### Routed clock nets over the placement

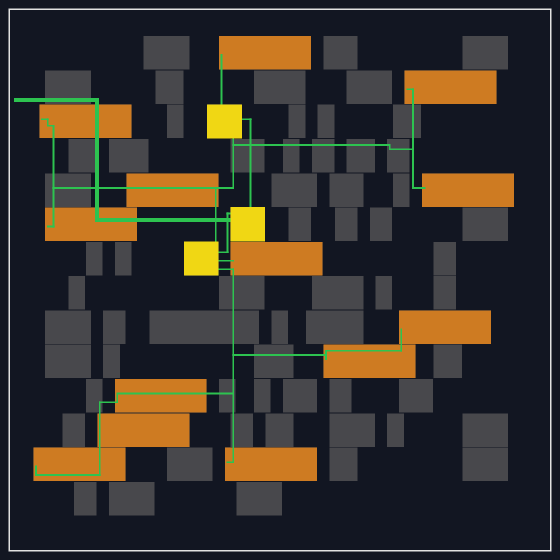
### Flops by top-level scope

Other sequential cells in the stronger grey, the rest of the logic in the fainter grey.
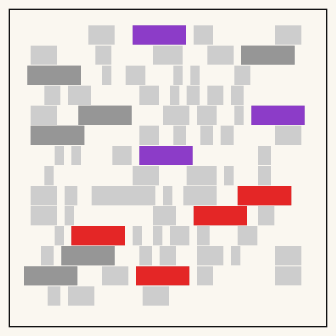
File: src/rtl/sec60_pkg.sv
// Shared definitions for the seconds counter: FSM state encoding and
// default digit limits/widths.
package sec60_pkg;

    typedef enum logic [1:0] {
        ST_IDLE = 2'd0,
        ST_RUN  = 2'd1,
        ST_HOLD = 2'd2
    } state_e;

    localparam int unsigned ONES_MAX_DEF = 32'd9;
    localparam int unsigned TENS_MAX_DEF = 32'd5;
    localparam int unsigned ONES_W       = 32'd4;
    localparam int unsigned TENS_W       = 32'd3;

endpackage

File: src/rtl/sec60_counter_bcd_digit.sv
// One BCD digit counting 0..MAX with clear priority over increment;
// carry is combinational so digits chain within a single clock.
module bcd_digit #(
    parameter int unsigned MAX = 32'd9,
    parameter int unsigned W   = 32'd4
) (
    input  logic         clk,
    input  logic         rst,
    input  logic         clr,
    input  logic         inc,
    output logic [W-1:0] val,
    output logic         carry
);

    logic [W-1:0] val_q;
    logic [W-1:0] val_d;
    logic         at_max_s;

    assign at_max_s = (val_q == W'(MAX));
    assign carry    = inc & at_max_s;
    assign val      = val_q;

    // Next digit value: explicit compare against MAX, never overflow-wrap
    always_comb begin
        val_d = val_q;
        if (clr) begin
            val_d = '0;
        end else if (inc) begin
            if (at_max_s) begin
                val_d = '0;
            end else begin
                val_d = val_q + {{(W-1){1'b0}}, 1'b1};
            end
        end else begin
            val_d = val_q;
        end
    end

    // Digit register with synchronous active-low reset
    always_ff @(posedge clk) begin
        if (!rst) begin
            val_q <= '0;
        end else begin
            val_q <= val_d;
        end
    end

endmodule

File: src/rtl/sec60_counter.sv
// Seconds counter: edge-detects the divider output into ticks, gates them
// with a run/hold FSM into a chained BCD 00..59 count with a wrap pulse.
module sec60_counter
    import sec60_pkg::*;
#(
    parameter int unsigned ONES_MAX = ONES_MAX_DEF,
    parameter int unsigned TENS_MAX = TENS_MAX_DEF
) (
    input  logic              clk,
    input  logic              rst,
    input  logic              y,
    input  logic              start,
    input  logic              stop,
    input  logic              clr,
    output logic [ONES_W-1:0] ones,
    output logic [TENS_W-1:0] tens,
    output logic              wrap,
    output logic              running
);

    state_e state_q;
    state_e state_d;
    logic   y_d_q;
    logic   tick_q;
    logic   tick_d;
    logic   wrap_q;
    logic   wrap_d;
    logic   running_q;
    logic   running_d;
    logic   adv_s;
    logic   ones_carry_s;
    logic   tens_carry_s;

    // y_d resets high so a y already high at reset release is not an edge
    assign tick_d = y & ~y_d_q;

    // Edge-detect registers; the tick is registered, so the count moves one edge after y is seen high
    always_ff @(posedge clk) begin
        if (!rst) begin
            y_d_q  <= 1'b1;
            tick_q <= 1'b0;
        end else begin
            y_d_q  <= y;
            tick_q <= tick_d;
        end
    end

    // FSM state register
    always_ff @(posedge clk) begin
        if (!rst) begin
            state_q <= ST_IDLE;
        end else begin
            state_q <= state_d;
        end
    end

    // FSM next state: stop dominates start from every state
    always_comb begin
        state_d = state_q;
        case (state_q)
            ST_IDLE, ST_RUN, ST_HOLD: begin
                if (stop) begin
                    state_d = ST_HOLD;
                end else if (start) begin
                    state_d = ST_RUN;
                end else begin
                    state_d = state_q;
                end
            end
            default: state_d = ST_IDLE;
        endcase
    end

    // FSM outputs: tick is judged against the pre-transition state
    always_comb begin
        adv_s     = 1'b0;
        running_d = 1'b0;
        case (state_q)
            ST_RUN:  adv_s = tick_q;
            default: adv_s = 1'b0;
        endcase
        if (state_d == ST_RUN) begin
            running_d = 1'b1;
        end else begin
            running_d = 1'b0;
        end
    end

    bcd_digit #(.MAX(ONES_MAX), .W(ONES_W)) u_ones (
        .clk   (clk),
        .rst   (rst),
        .clr   (clr),
        .inc   (adv_s),
        .val   (ones),
        .carry (ones_carry_s)
    );

    bcd_digit #(.MAX(TENS_MAX), .W(TENS_W)) u_tens (
        .clk   (clk),
        .rst   (rst),
        .clr   (clr),
        .inc   (ones_carry_s),
        .val   (tens),
        .carry (tens_carry_s)
    );

    assign wrap_d = tens_carry_s & ~clr;

    // Registered wrap and running flags
    always_ff @(posedge clk) begin
        if (!rst) begin
            wrap_q    <= 1'b0;
            running_q <= 1'b0;
        end else begin
            wrap_q    <= wrap_d;
            running_q <= running_d;
        end
    end

    assign wrap    = wrap_q;
    assign running = running_q;

endmodule

File: config.mk
export PLATFORM = sky130hd
export DESIGN_NAME = sec60_counter
export DESIGN_NICKNAME = d
export VERILOG_FILES = /design/src/rtl/sec60_pkg.sv /design/src/rtl/sec60_counter_bcd_digit.sv /design/src/rtl/sec60_counter.sv
export SDC_FILE = /design/constraint.sdc
export NUM_CORES = 1
export LEC_CHECK = 0
export CAP_MARGIN = 25
export CELL_PAD_IN_SITES_DETAIL_PLACEMENT = 1
export CELL_PAD_IN_SITES_GLOBAL_PLACEMENT = 1
export CORE_UTILIZATION = 33
export DETAILED_ROUTE_END_ITERATION = 8
export GPL_TIMING_DRIVEN = 0
export PLACE_DENSITY_LB_ADDON = 0.1
export SKIP_LAST_GASP = 1
export SLEW_MARGIN = 20
export SYNTH_ARGS = -nofsm -noshare
export SYNTH_HDL_FRONTEND = slang
export SYNTH_SLANG_ARGS = --single-unit
export TNS_END_PERCENT = 50
File: constraint.sdc
create_clock -name clk -period 1.9 [get_ports clk]
set_clock_uncertainty 0.15 [all_clocks]
set_input_delay 0.19 -clock clk [delete_from_list [all_inputs] [get_ports clk]]
set_output_delay 0.19 -clock clk [all_outputs]
set_load 0.01 [all_outputs]
==> job_summary.md <==
### Metrics collected by this job

| Metric | Value |
|---|---|
| Status | finished, final reports clean |
| Xor/xnor share | under 10% |
| Ys cells | about 59 |
| Met3 usage | 2.55% |
| Main logic family | simple AND/OR/NAND/NOR gates |
| Chip Area, Yosys | between 500 and 600 µm² |
| Final hold slack | 343 ps |
| Crit-path cells | clkdlybuf4s50_1 |
| Cells after DPL | between 80 and 90 |
| Syn Std Cell Area | between 500 and 600 µm² |
| Setup crit start | u_ones.val[0] |
| DR pass1 iterations | 4 |
| Post-synth regs | 13 |
| Pre-CTS setup slack | ~190 ps |
| Most numerous logic cell after layout | clkdlybuf4s50_1 |
| Flip-flops with a built-in enable | 0 |
| Total GRT Usage | 12.9% |
| CTS tree | built |
| Grt met1 use | around 17% |
| Max Cap Viol | 0 |
| Adder-cell area share of the yosys netlist | 0% |
| TritonCTS buffer count | 3 |
| CP Class | register to output pin |
| MI comb cells | roughly 40 |
| Gr ovfl total | 0 |
| Hold Crit Class | primary input to register |
| CTS Buffer Depth | 2 |
| Tot Pwr | 0.000478 W |
| Internal | 0.000376 W |
| CTS-repair resized insts | 0 |
## Picture notes: 'Routed clock nets over the placement'
Key: yellow = cells driving clock nets [count 3]; orange = flip-flops [count 13]; green = clock wires [length 166 µm]
There are 4 routed clock nets.

## Picture notes: 'Flops by top-level scope'
Key: red = u_ones [sequential cells 4]; purple = u_tens [sequential cells 3]
Another 6 sequential cells are not coloured.

[state kept, by name (all words and copies together) (netlist names)]
name,count
u_ones.val,4
y_d_q,1
running,1
wrap,1
tick_q,1
state_q,2
u_tens.val,3
[power groups by stage]
| stage | sequential [W] | clock [W] | combinational, W |
|---|---|---|---|
| 3_3_place_gp | 0.000289 | 0 | 0.0000275 |
| 6_report | 0.000282 | 0.000169 | 0.0000274 |
| 5_1_grt | 0.000283 | 0.000183 | 0.0000307 |
| 2_1_floorplan | 0.000288 | 0 | 0.0000113 |
| 3_5_place_dp | 0.000289 | 0 | 0.0000279 |
| 4_1_cts | 0.000283 | 0.000177 | 0.0000281 |
No activity file was given, so power comes from the tool's default toggle rates.
